<file path="src/rtl/sram_arb_pkg.sv">
// Shared types and constants for the two-port SRAM arbiter.
package sram_arb_pkg;

  localparam int unsigned PER_MEM_WORD_DEPTH = 2048;

  typedef enum logic {
    REQ0 = 1'b0,
    REQ1 = 1'b1
  } req_id_t;

  typedef struct packed {
    logic    valid;
    req_id_t id;
    logic    wr;
    logic    err;
  } rsp_tag_t;

endpackage

</file>
<file path="src/rtl/sram_rsp_tracker.sv">
// Delays the response tag of each issued transfer by the SRAM read latency.
module sram_rsp_tracker
  import sram_arb_pkg::*;
#(
  parameter int unsigned READ_LATENCY = 2
) (
  input  logic     CLK,
  input  logic     reset,
  input  rsp_tag_t in_tag,
  output rsp_tag_t out_tag
);

  rsp_tag_t stage [READ_LATENCY];

  always_ff @(posedge CLK or posedge reset) begin
    if (reset) begin
      for (int unsigned i = 0; i < READ_LATENCY; i++) begin
        stage[i] <= rsp_tag_t'('0);
      end
    end else begin
      stage[0] <= in_tag;
      for (int unsigned i = 1; i < READ_LATENCY; i++) begin
        stage[i] <= stage[i-1];
      end
    end
  end

  assign out_tag = stage[READ_LATENCY-1];

endmodule

</file>
<file path="src/rtl/sram_arbiter.sv">
// Round-robin arbiter sharing one banked SRAM port between two requesters.
module sram_arbiter
  import sram_arb_pkg::*;
#(
  parameter int unsigned DATA_WIDTH   = 64,
  parameter int unsigned ADDR_WIDTH   = 15,
  parameter int unsigned NUM_INST     = 12,
  parameter int unsigned READ_LATENCY = 2
) (
  input  logic                            CLK,
  input  logic                            reset,
  input  logic [1:0]                      req_valid,
  output logic [1:0]                      req_ready,
  input  logic [1:0]                      req_wr,
  input  logic [1:0][ADDR_WIDTH-1:0]      req_addr,
  input  logic [1:0][DATA_WIDTH-1:0]      req_wdata,
  input  logic [1:0][DATA_WIDTH/8-1:0]    req_wstrb,
  output logic [1:0]                      rsp_valid,
  output logic [DATA_WIDTH-1:0]           rsp_rdata,
  output logic                            rsp_err,
  output logic                            CEB,
  output logic                            WEB,
  output logic [DATA_WIDTH-1:0]           BWEB,
  output logic [ADDR_WIDTH-1:0]           A,
  output logic [DATA_WIDTH-1:0]           D,
  input  logic [DATA_WIDTH-1:0]           Q
);

  localparam int unsigned MEM_WORDS = NUM_INST * PER_MEM_WORD_DEPTH;

  req_id_t                   ptr;
  req_id_t                   gnt_id;
  logic                      sel;
  logic                      xfer;
  logic                      sel_wr;
  logic [ADDR_WIDTH-1:0]     sel_addr;
  logic [DATA_WIDTH-1:0]     sel_wdata;
  logic [DATA_WIDTH/8-1:0]   sel_wstrb;
  logic                      in_range;
  rsp_tag_t                  tag_in;
  rsp_tag_t                  tag_out;

  always_comb begin
    gnt_id    = REQ0;
    req_ready = '0;
    if (!reset && req_valid != 2'b00) begin
      if (req_valid == 2'b11) begin
        gnt_id = ptr;
      end else if (req_valid[1]) begin
        gnt_id = REQ1;
      end else begin
        gnt_id = REQ0;
      end
      req_ready = (gnt_id == REQ1) ? 2'b10 : 2'b01;
    end
  end

  assign xfer      = |req_ready;
  assign sel       = (gnt_id == REQ1);
  assign sel_wr    = req_wr[sel];
  assign sel_addr  = req_addr[sel];
  assign sel_wdata = req_wdata[sel];
  assign sel_wstrb = req_wstrb[sel];
  assign in_range  = 64'(sel_addr) < 64'(MEM_WORDS);

  always_comb begin
    CEB  = 1'b1;
    WEB  = 1'b1;
    BWEB = '1;
    A    = '0;
    D    = '0;
    if (xfer && in_range) begin
      CEB = 1'b0;
      WEB = ~sel_wr;
      A   = sel_addr;
      D   = sel_wdata;
      if (sel_wr) begin
        for (int unsigned b = 0; b < DATA_WIDTH / 8; b++) begin
          BWEB[b*8 +: 8] = {8{~sel_wstrb[b]}};
        end
      end
    end
  end

  always_ff @(posedge CLK or posedge reset) begin
    if (reset) begin
      ptr <= REQ0;
    end else if (xfer) begin
      ptr <= (gnt_id == REQ0) ? REQ1 : REQ0;
    end
  end

  always_comb begin
    tag_in = rsp_tag_t'('0);
    if (xfer) begin
      tag_in.valid = 1'b1;
      tag_in.id    = gnt_id;
      tag_in.wr    = sel_wr;
      tag_in.err   = ~in_range;
    end
  end

  sram_rsp_tracker #(
    .READ_LATENCY(READ_LATENCY)
  ) u_tracker (
    .CLK    (CLK),
    .reset  (reset),
    .in_tag (tag_in),
    .out_tag(tag_out)
  );

  // Q is only meaningful for in-range reads; everything else returns zero data.
  always_comb begin
    rsp_valid = '0;
    rsp_rdata = '0;
    rsp_err   = 1'b0;
    if (tag_out.valid) begin
      rsp_valid = (tag_out.id == REQ1) ? 2'b10 : 2'b01;
      rsp_err   = tag_out.err;
      if (!tag_out.wr && !tag_out.err) begin
        rsp_rdata = Q;
      end
    end
  end

endmodule

</file>
<file path="config.mk">
export PLATFORM = sky130hd
export DESIGN_NAME = sram_arbiter
export DESIGN_NICKNAME = d
export VERILOG_FILES = /design/src/rtl/sram_arb_pkg.sv /design/src/rtl/sram_rsp_tracker.sv /design/src/rtl/sram_arbiter.sv
export SDC_FILE = /design/constraint.sdc
export NUM_CORES = 1
export LEC_CHECK = 0
export CORE_AREA = 2 2 176 178
export CTS_CLUSTER_DIAMETER = 200
export DETAILED_ROUTE_END_ITERATION = 8
export DIE_AREA = 0 0 178 180
export GPL_TIMING_DRIVEN = 1
export SETUP_SLACK_MARGIN = 0.5
export SYNTH_ARGS = -nofsm -noshare
export SYNTH_HDL_FRONTEND = slang
export SYNTH_SLANG_ARGS = --single-unit
</file>
<file path="constraint.sdc">
create_clock -name CLK -period 2.07 [get_ports CLK]
set_input_delay 0.414 -clock CLK [delete_from_list [all_inputs] [get_ports CLK]]
set_output_delay 0.414 -clock CLK [all_outputs]
set_load 0.03 [all_outputs]
</file>
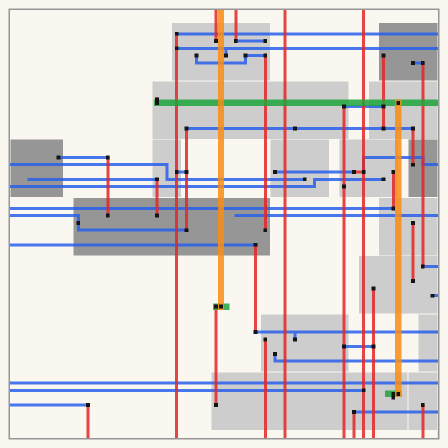
(run_1/detail.png)
Region (124, 35) to (144, 55) µm. Cells in gray, sequential cells in the stronger gray; small squares are vias.
metal 3 -> green
metal 1 -> blue
metal 2 -> red
metal 4 -> orange
most frequent = clkbuf_16 (2), buf_6 (2)
netlist names of flops here include = u_tracker.out_tag (1)
sequential cells in the window = 1
cells with their middle in the window = 11

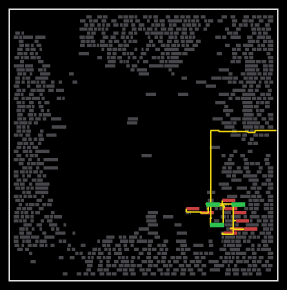
(run_1/clk_routes.png)
Scale: 1.5 px per µm.
clock wires -> yellow  # length 224 µm
clock drivers -> green  # count 3
flip-flops -> red  # count 9
routed clock nets = 4
clock latency on the worst-skew pair: 0.23 ns
clock network power: 0.341 mW
largest clock skew in the final design: 0.000886 ns

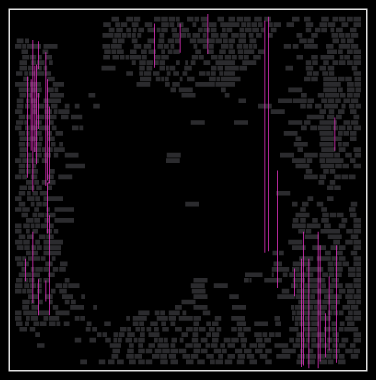
(run_1/layer_met4.png)
Scale: 2 px per µm.
share of all routed wire = 4.7%
nets with wire on the layer = 30
total detailed-routing wirelength: 29.6 mm
number of vias in the routed layout: 6,121

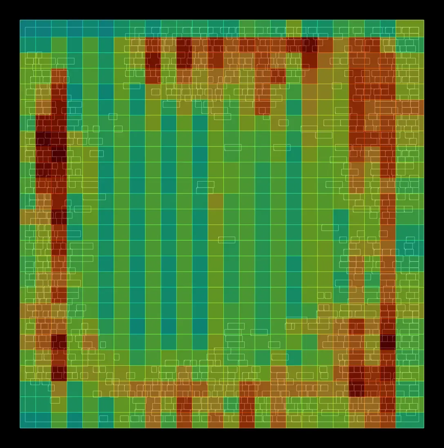
(run_1/congestion.png)
global router's overall resource usage: 16.4%
GR Util met1: 18.9%
WL/cell: 21.9 µm
met2 layer usage reported by global route: 29.3%
post-layout util: 36.1%

==> results.yml, run 1 <==
# implementation run metrics
run_status:
  run_status: "complete, but fails checks"
  violations: "negative setup slack"
setup_path:
  timing.critical_path.cells: "nor2b_4, buf_12, buf_12, buf_12, o211ai_1, a21oi_2, buf_12"
  worst-path-max-fanout: 8
  cp_num_cells: 7
  worst_setup_path_endpoint: "D[0]"
  startpoint: "ptr"
  crit_path_start_kind: "flip-flop"
  critPathBufInv: 4
  worstSetupPathType: "reg2out"
  crit-reg2reg-capture: "u_tracker.stage[4]"
  reg2regPathDepth: 5
  cp_data_required_time_ns: 1.66
  arrival_ns: 1.79
  critPathMaxStageDelay_ns: 0.44
  worst_path_most_repeated_cell: "sky130_fd_sc_hd__buf_12"
  regToRegSetupSlack_ns: 0.68
  type_of_destination_of_the_critical_path: "output port"
  rr_startpoint: "ptr"
  crit_slowest_cell: "sky130_fd_sc_hd__dfrtp_2"
  cell_family_with_most_cp_delay: "buffers and inverters"
drt:
  drt-met1-wl_mm: 10.7
  met2_wirelength_mm: 15.1
  drc: 0
  antenna_left: 0
  avgViaCountPerCell: 4.53
  highest_layer: "met4"
  dr.pass1.iters: 4
  drtIter0Drc: 277
  routed-wl-met3_mm: 2.45
clock_network:
  ctsHtreeMaxLevel: 1
  clkSinkCount: 9
  numCtsBuffers: 3
  cts_hold_repair.buffers: 0
  clk_path_buf_depth: 2
  clockRootBuffer: "sky130_fd_sc_hd__clkbuf_16"
  postCtsSetupRepairBufs: 19
  cts.repair.resized: 146
  clk_pin_slew_ns: 0.04
  tritoncts: "yes"
place:
  placedCellCount: 1292
  post_dp_cell_area_um2: 9070
  post-place-ws_ns: -0.445
  io_buffer_count: 457
  gp_congestion: 0.866
  dp_hpwl_mm: 19.6
sta:
  finalHoldViolCount: 0
  final.setup.worst_slack_ns: -0.134
  period_minus_slack_ns: 2.20
  timing.setup.tns_ns: -8.17
  rsz0062_at_grt: "yes"
  fin_crit_sh_pct: 106
  worst_slew_margin_rel_pct: 71.4
  maxClockFrequency_ghz: 0.454
  setup_viol: 119
  hold_slack_ns: 0.343
  actual_transition_at_the_worst_max_transition_pin_ns: 0.428
  report.final.slew_viol_count: 0
finish:
  drive_above_1_share_pct: 53.5
  num_antenna_cells: 0
  finish.instance_area_um2: 10900
  most_frequently_placed_logic_cell_in_the_final_layout: "sky130_fd_sc_hd__clkdlybuf4s50_1"
  final_layout_top_logic_cells: "234 x sky130_fd_sc_hd__clkdlybuf4s50_1, 173 x sky130_fd_sc_hd__buf_6, 85 x sky130_fd_sc_hd__o211ai_1"
  syn2layout_area_growth_pct: 236
  design.final.nets: 1200
  finalNonFillerCells: 1351
global_routing:
  vias_in_the_first_global_route: 6158
  grt_busiest_layer: "met2"
  maximum_number_of_pins_on_one_net_before_global_route_repair: 52
  gr-usage-met3_pct: 3.26
  gr-total-overflow: 0
  grt_first_pass_wirelength_mm: 39.9
  grt_antenna_before_repair: 0
floorplanning:
  fp_util_pct: 10.7
  top_level_ports: 458
  dieHeight_um: 180
  floorplan.core_area_um2: 30200
  row_count: 64
  die_width_um: 178
  dieArea_um2: 32000
yosys:
  synth.largest_area_cell: "sky130_fd_sc_hd__o211ai_1"
  synth_nets: 736
  synth_area_um2: 3240
  yosys.area_share.adder_pct: 0
  synth.most_common_cell: "sky130_fd_sc_hd__o211ai_1"
  enable_flop_cells: 0
  async_flop_share_pct: 100
  yosysChipArea_um2: 3240
  synthesis.yosys.warnings: 0
  synthDistinctLibCells: 26
  synthDominantCellAreaShare_pct: 19.7
  synth-cells-yosys: 492
  yosys-top-cells-count: "85 x sky130_fd_sc_hd__o211ai_1, 80 x sky130_fd_sc_hd__a21oi_1, 78 x sky130_fd_sc_hd__nand4_1"
  topCellsByArea: "sky130_fd_sc_hd__o211ai_1 20%, sky130_fd_sc_hd__nand4_1 15%, sky130_fd_sc_hd__and2_1 13%"
  main_flop_type_after_synthesis: "sky130_fd_sc_hd__dfrtp_1"
  synth_sequential_area_ratio_pct: 6.96
  synth.logic.top_family: "AND-OR/OR-AND gates"
  post_synth_ao_oa_area_fraction_pct: 36.0
  post_syn_area_per_cell_um2: 6.58
  mux_share_pct: 0
  synth_simple_gate_area_share_pct: 34.1
  synth.ff_latch_count: 9
  postSynthCellCount: 492
  xor_share_pct: 0
min_path:
  hold_path.class: "reg2reg"
  hold_path_depth: 0
  hp-start: "u_tracker.stage[5]"
  worstHoldEndpoint: "u_tracker.out_tag[1]"
power_and_ir_drop:
  vdd.ir_drop.worst_mv: 0.258
  power.density_cell_area_nw_per_um2: 344
  fin_total_pwr_mw: 3.75
  lkg_pwr_nw: 4.25
run:
  cap_violations: 0
  log.warning_count: 29
-- run 1: registers in the layout (all words and copies together) (netlist names) --
name,flops
u_tracker.out_tag,4
u_tracker.stage,4
ptr,1
-- run 1: layout make-up --
cell class | count | area [µm²]
Fill cell | 3008 | 19300
Sequential cell | 9 | 226
Tap cell | 396 | 495
Clock buffer | 4 | 78.8
Multi-Input combinational cell | 358 | 3080
Inverter | 2 | 11.3
Timing Repair Buffer | 582 | 7000
-- run 1: power by group --
part	internal, mW	switching, mW	total, mW	leakage [nW]
registers	0.191	0.0114	0.202	0.116
logic	1.69	1.52	3.20	4.10
clock network	0.257	0.0833	0.341	0.0382
total	2.13	1.61	3.75	4.25
-- run 1: cells by family (layout without fill, tap and decap cells) --
logic type	after synthesis	count (layout)
buf+inv	129	588
simple gates	175	179
compound gates	179	179
flops	9	9
==> run_1/wires.png <==
Scale: 2 px per µm.
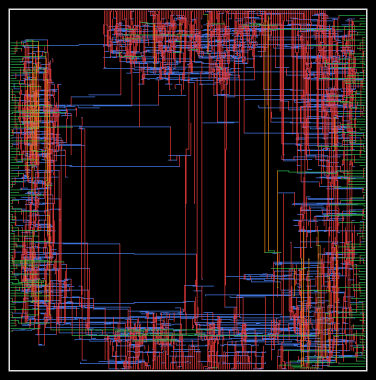

==> run 2: changes to the inputs <==
--- a/config.mk
+++ b/config.mk
@@ -11,6 +11,7 @@
 export DIE_AREA = 0 0 178 180
 export GPL_TIMING_DRIVEN = 1
 export SETUP_SLACK_MARGIN = 0.5
+export SKIP_CTS_REPAIR_TIMING = 1
 export SYNTH_ARGS = -nofsm -noshare
 export SYNTH_HDL_FRONTEND = slang
 export SYNTH_SLANG_ARGS = --single-unit
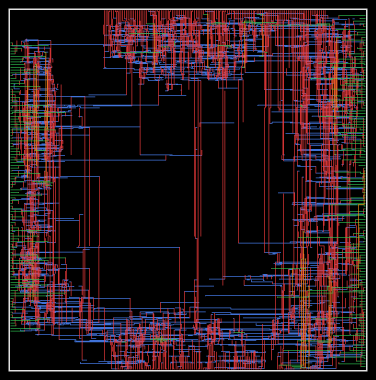
(run_2/wires.png)
Scale: 2 px per µm.
metal 1 -> blue  # wire length 10,700 µm
metal 2 -> red  # wire length 14,800 µm
metal 4 -> orange  # wire length 837 µm
metal 3 -> green  # wire length 2,110 µm
total detailed-routing wirelength: 28.4 mm
number of vias in the routed layout: 5,997
global router's overall resource usage: 14.1%
WL/cell: 21.2 µm

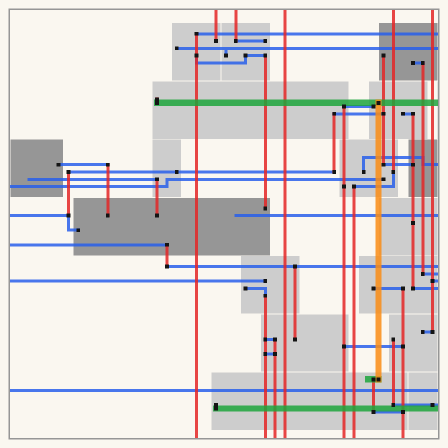
(run_2/detail.png)
Region (124, 35) to (144, 55) µm. Cells in gray, sequential cells in the stronger gray; small squares are vias.
metal 3 -> green
metal 4 -> orange
metal 1 -> blue
metal 2 -> red
sequential cells in the window = 1
cells with their middle in the window = 12
most frequent = buf_4 (3), clkbuf_16 (2)
netlist names of flops here include = u_tracker.out_tag (1)

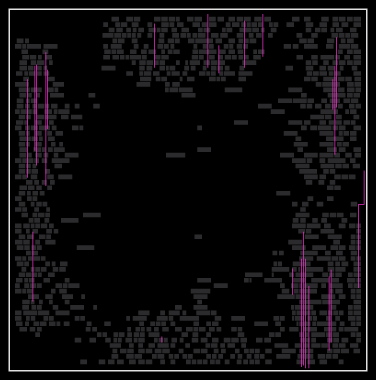
(run_2/layer_met4.png)
Scale: 2 px per µm.
share of all routed wire = 2.9%
longest straight run = 66.6 µm
main direction = vertical

==> run 2 against run 1 <==
Combinational power fell by 7.2%. Maximum frequency rose by 0.78%. Worst setup slack improved by 0.017 ns. Clock-buffer cell count did not move. Register-to-register slack got worse by 0.15 ns. Routed wire length fell by 4.0%. The run still ends with negative setup slack left. Flip-flop count did not move. Synthesized area did not move. Clock power barely moved.
==> results.yml, run 2 <==
# implementation run metrics
run_status:
  run_status: "complete, but fails checks"
  violations: "negative setup slack"
sta:
  rsz0062_at_grt: "yes"
  report.final.slew_viol_count: 0
  finalHoldViolCount: 0
  finClkSkew_ns: 0.00217
  setup_viol: 127
  worst_slew_margin_rel_pct: 71.8
  hold_slack_ns: 0.343
  fin_crit_sh_pct: 106
  maxClockFrequency_ghz: 0.457
  actual_transition_at_the_worst_max_transition_pin_ns: 0.421
  final.setup.worst_slack_ns: -0.117
  period_minus_slack_ns: 2.19
  timing.setup.tns_ns: -6.24
drt:
  drc: 0
  avgViaCountPerCell: 4.47
  dr.pass1.iters: 5
  drtIter0Drc: 222
  antenna_left: 0
yosys:
  synth-cells-yosys: 492
  async_flop_share_pct: 100
  synth_simple_gate_area_share_pct: 34.1
  synth.most_common_cell: "sky130_fd_sc_hd__o211ai_1"
  synth.largest_area_cell: "sky130_fd_sc_hd__o211ai_1"
  post_synth_ao_oa_area_fraction_pct: 36.0
  synth_nets: 736
  xor_share_pct: 0
  yosys.area_share.adder_pct: 0
  enable_flop_cells: 0
  yosysChipArea_um2: 3240
  synthesis.yosys.warnings: 0
  topCellsByArea: "sky130_fd_sc_hd__o211ai_1 20%, sky130_fd_sc_hd__nand4_1 15%, sky130_fd_sc_hd__and2_1 13%"
  synth_area_um2: 3240
  mux_share_pct: 0
  synth.logic.top_family: "AND-OR/OR-AND gates"
  synth.ff_latch_count: 9
  main_flop_type_after_synthesis: "sky130_fd_sc_hd__dfrtp_1"
  synthDistinctLibCells: 26
  postSynthCellCount: 492
  yosys-top-cells-count: "85 x sky130_fd_sc_hd__o211ai_1, 80 x sky130_fd_sc_hd__a21oi_1, 78 x sky130_fd_sc_hd__nand4_1"
  synth_sequential_area_ratio_pct: 6.96
clock_network:
  clkSinkCount: 9
  numCtsBuffers: 3
  clk_pin_slew_ns: 0.04
  ctsHtreeMaxLevel: 1
  tritoncts: "yes"
  insertion_delay_ns: 0.23
  clockRootBuffer: "sky130_fd_sc_hd__clkbuf_16"
  clk_path_buf_depth: 2
min_path:
  hold_path.class: "reg2reg"
  worstHoldEndpoint: "u_tracker.out_tag[1]"
  hp-start: "u_tracker.stage[5]"
  hold_path_depth: 0
place:
  placedCellCount: 1292
  post_dp_cell_area_um2: 9070
  dp_hpwl_mm: 19.6
  gp_congestion: 0.866
  io_buffer_count: 457
  post-place-ws_ns: -0.445
global_routing:
  vias_in_the_first_global_route: 5740
  use_met2_pct: 26.1
  gr-usage-met3_pct: 2.77
  grt_antenna_before_repair: 0
  grt_use_met1_pct: 16.2
  gr-total-overflow: 0
  maximum_number_of_pins_on_one_net_before_global_route_repair: 52
  grt_first_pass_wirelength_mm: 35.1
setup_path:
  crit_slowest_cell: "sky130_fd_sc_hd__dfrtp_2"
  crit_path_start_kind: "flip-flop"
  worst_setup_path_endpoint: "D[0]"
  cell_family_with_most_cp_delay: "buffers and inverters"
  rr_startpoint: "ptr"
  reg2regPathDepth: 6
  cp_data_required_time_ns: 1.66
  worstSetupPathType: "reg2out"
  type_of_destination_of_the_critical_path: "output port"
  worst_path_most_repeated_cell: "sky130_fd_sc_hd__buf_12"
  critPathBufInv: 3
  regToRegSetupSlack_ns: 0.53
  crit-reg2reg-capture: "u_tracker.stage[4]"
  critPathMaxStageDelay_ns: 0.44
  arrival_ns: 1.77
  cp_num_cells: 6
  timing.critical_path.cells: "nor2b_4, buf_12, buf_12, o211ai_1, a21oi_2, buf_12"
  worst-path-max-fanout: 15
run:
  log.warning_count: 28
  cap_violations: 0
floorplanning:
  row_count: 64
  fp_util_pct: 10.7
  die_width_um: 178
  top_level_ports: 458
  dieArea_um2: 32000
  dieHeight_um: 180
  floorplan.core_area_um2: 30200
power_and_ir_drop:
  power.density_cell_area_nw_per_um2: 340
  lkg_pwr_nw: 4.05
  vdd.ir_drop.worst_mv: 0.263
  fin_total_pwr_mw: 3.51
finish:
  final_layout_top_logic_cells: "234 x sky130_fd_sc_hd__clkdlybuf4s50_1, 153 x sky130_fd_sc_hd__buf_4, 87 x sky130_fd_sc_hd__buf_6"
  num_antenna_cells: 0
  most_frequently_placed_logic_cell_in_the_final_layout: "sky130_fd_sc_hd__clkdlybuf4s50_1"
  final_core_utilization_pct: 34.2
  finish.instance_area_um2: 10300
  drive_above_1_share_pct: 52.9
  fill_cells: 3043
  design.final.nets: 1190
  finalNonFillerCells: 1341
  syn2layout_area_growth_pct: 219
-- run 2: cell counts after synthesis --
Identical to the previous run, type by type.
-- run 2: per-layer routing --
metal,vias to the layer above,routed length (µm)
li1,2728,-
met1,2880,10700
met2,342,14800
met3,47,2110
met4,0,837
met5,-,0
-- run 2: final cells by class --
cell class | count | area, µm² | share of cell area, %
clock buffers | 4 | 78.8 | 0.764
multi-input cells | 357 | 3060 | 29.7
inverters | 2 | 11.3 | 0.109
flip-flops and latches | 9 | 226 | 2.19
repair buffers | 573 | 6440 | 62.5
well taps | 396 | 495 | 4.80
-- run 2: report_power, final --
part / leakage (nW) / switching, mW / internal (mW)
registers: 0.116 / 0.0122 / 0.191
logic: 3.90 / 1.44 / 1.52
clock network: 0.0382 / 0.0849 / 0.258
==> run 3: changes to the inputs <==
--- a/config.mk
+++ b/config.mk
@@ -6,7 +6,7 @@
 export NUM_CORES = 1
 export LEC_CHECK = 0
 export CORE_AREA = 2 2 176 178
-export CTS_CLUSTER_DIAMETER = 200
+export CTS_CLUSTER_DIAMETER = 120
 export DETAILED_ROUTE_END_ITERATION = 8
 export DIE_AREA = 0 0 178 180
 export GPL_TIMING_DRIVEN = 1
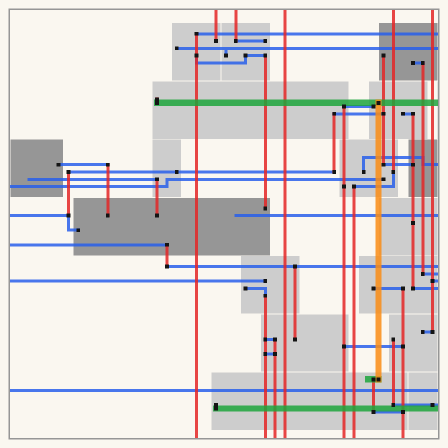
(run_3/detail.png)
Region (124, 35) to (144, 55) µm. Cells in gray, sequential cells in the stronger gray; small squares are vias.
metal 1 -> blue
metal 2 -> red
metal 3 -> green
metal 4 -> orange
most frequent = buf_4 (3), clkbuf_16 (2)
sequential cells in the window = 1
netlist names of flops here include = u_tracker.out_tag (1)
cells with their middle in the window = 12

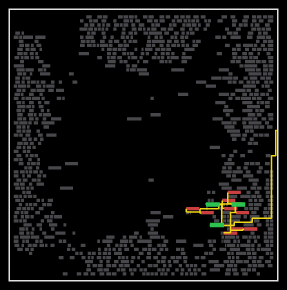
(run_3/clk_routes.png)
Scale: 1.5 px per µm.
clock drivers -> green  # count 3
flip-flops -> red  # count 9
clock wires -> yellow  # length 233 µm
flops lie = bottom right
routed clock nets = 4
clock network power: 0.342 mW
clock share of power: 9.8%
largest clock skew in the final design: 0.00217 ns

==> run 3 against run 2 <==
Combinational power barely moved. Routed wire length did not move. Via count did not move. Critical path type unchanged. Worst setup slack did not move. Hold slack did not move. The run still ends with negative setup slack left. First-iteration DRC count did not move.
==> results.yml, run 3 <==
# implementation run metrics
sta:
  setup_viol: 127
  maxClockFrequency_ghz: 0.457
  rsz0062_at_grt: "yes"
  hold_slack_ns: 0.343
  final.setup.worst_slack_ns: -0.117
  worst_slew_margin_rel_pct: 71.8
  fin_crit_sh_pct: 106
  report.final.slew_viol_count: 0
  period_minus_slack_ns: 2.19
  actual_transition_at_the_worst_max_transition_pin_ns: 0.421
  finalHoldViolCount: 0
  timing.setup.tns_ns: -6.24
setup_path:
  type_of_destination_of_the_critical_path: "output port"
  critPathMaxStageDelay_ns: 0.44
  timing.critical_path.cells: "nor2b_4, buf_12, buf_12, o211ai_1, a21oi_2, buf_12"
  worst-path-max-fanout: 15
  worst_path_most_repeated_cell: "sky130_fd_sc_hd__buf_12"
  crit_path_start_kind: "flip-flop"
  regToRegSetupSlack_ns: 0.53
  cell_family_with_most_cp_delay: "buffers and inverters"
  crit_slowest_cell: "sky130_fd_sc_hd__dfrtp_2"
  worst_setup_path_endpoint: "D[0]"
  worstSetupPathType: "reg2out"
  reg2regPathDepth: 6
  critPathBufInv: 3
clock_network:
  ctsHtreeMaxLevel: 1
  clkSinkCount: 9
  numCtsBuffers: 3
  clk_pin_slew_ns: 0.04
  clockRootBuffer: "sky130_fd_sc_hd__clkbuf_16"
  insertion_delay_ns: 0.23
  clk_path_buf_depth: 2
finish:
  num-clock-buffers: 4
  design.final.nets: 1190
  comb_share_pct: 29.7
  combined_flip_flop_and_latch_cell_area_um2: 226
  n_sequential_cell: 9
  num_antenna_cells: 0
  non_clk_buf_share_pct: 62.5
  layout.area.comb_um2: 3060
  syn2layout_area_growth_pct: 219
  fill_cells: 3043
  clock_cell_area_share_pct: 0.764
  dominant_cells: "non-clock buffers"
  drive_above_1_share_pct: 52.9
  comb_cells: 357
  nonClockBufferCount: 573
  final_layout_top_logic_cells: "234 x sky130_fd_sc_hd__clkdlybuf4s50_1, 153 x sky130_fd_sc_hd__buf_4, 87 x sky130_fd_sc_hd__buf_6"
drt:
  wl_mm: 28.4
  num_vias: 5997
  routedWlPerCell_um: 21.2
  drtIter0Drc: 222
  avgViaCountPerCell: 4.47
  drc: 0
yosys:
  async_flop_share_pct: 100
  synth.ff_latch_count: 9
  synthesis.yosys.warnings: 0
  main_flop_type_after_synthesis: "sky130_fd_sc_hd__dfrtp_1"
  synth.most_common_cell: "sky130_fd_sc_hd__o211ai_1"
  postSynthCellCount: 492
  enable_flop_cells: 0
  synth_nets: 736
  synth_sequential_area_ratio_pct: 6.96
  yosys-top-cells-count: "85 x sky130_fd_sc_hd__o211ai_1, 80 x sky130_fd_sc_hd__a21oi_1, 78 x sky130_fd_sc_hd__nand4_1"
  synthDistinctLibCells: 26
  synth-cells-yosys: 492
  topCellsByArea: "sky130_fd_sc_hd__o211ai_1 20%, sky130_fd_sc_hd__nand4_1 15%, sky130_fd_sc_hd__and2_1 13%"
  synth.largest_area_cell: "sky130_fd_sc_hd__o211ai_1"
  yosysChipArea_um2: 3240
run_status:
  run_status: "complete, but fails checks"
  violations: "negative setup slack"
global_routing:
  grt_antenna_before_repair: 0
  vias_in_the_first_global_route: 5740
  groute.usage.overall_pct: 14.1
  maximum_number_of_pins_on_one_net_before_global_route_repair: 52
  grt_first_pass_wirelength_mm: 35.1
power_and_ir_drop:
  power.density_cell_area_nw_per_um2: 340
  fin_total_pwr_mw: 3.51
  p_switching_mw: 1.54
  power.combinational.total_mw: 2.97
  leading_power_group: "combinational logic"
  power_frac_seq_pct: 5.8
  lkg_pwr_nw: 4.05
  vdd.ir_drop.worst_mv: 0.263
  switching_share_of_power_pct: 43.8
  power.sequential.total_mw: 0.203
floorplanning:
  num_tap_cells: 396
  top_level_ports: 458
  floorplan.core_area_um2: 30200
  fp_util_pct: 10.7
  dieHeight_um: 180
place:
  dp_hpwl_mm: 19.6
  gp_congestion: 0.866
  post-place-ws_ns: -0.445
  io_buffer_count: 457
run:
  log.warning_count: 28
  cap_violations: 0
min_path:
  worstHoldEndpoint: "u_tracker.out_tag[1]"
  hold_path_depth: 0
  hp-start: "u_tracker.stage[5]"
  hold_path.class: "reg2reg"
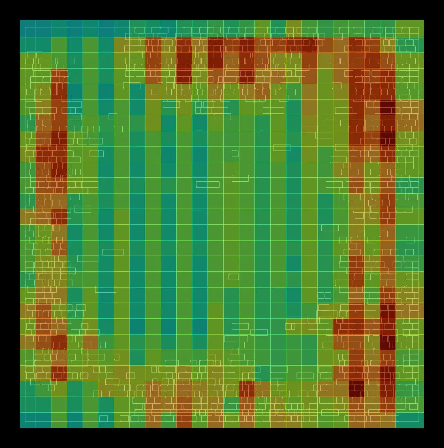
(run_3/congestion.png)
busiest layer in global routing: met2
met2 layer usage reported by global route: 26.1%
post-layout util: 34.2%
GR Util met1: 16.2%

-- run 3: metal layers --
metal	track usage, %	part of all wire [%]	up-vias
li1	-	-	2728
met1	16.2	38	2880
met2	26.1	52	342
met3	2.77	7.4	47
met4	3.57	2.9	0
met5	0	0	-
-- run 3: kinds of logic (layout without fill, tap and decap cells) --
kind of cell | count (synthesis) | in the layout | synth area share [%]
AOI/OAI and AO/OA | 179 | 180 | 36.0
and+or+nand+nor | 175 | 177 | 34.1
buffers and inverters | 129 | 579 | 23.0
DFF | 9 | 9 | 6.96
-- run 3: stage by stage --
step	cells	utilization [%]	area, µm²
detailed placement	1292	30.0	9070
global route	1341	34.2	10300
floorplan	492	-	3990
CTS	1296	30.3	9150
finish	1341	34.2	10300
global placement	1292	30.0	9070
Power figures rest on the tool's default switching activity, not on a simulated workload.
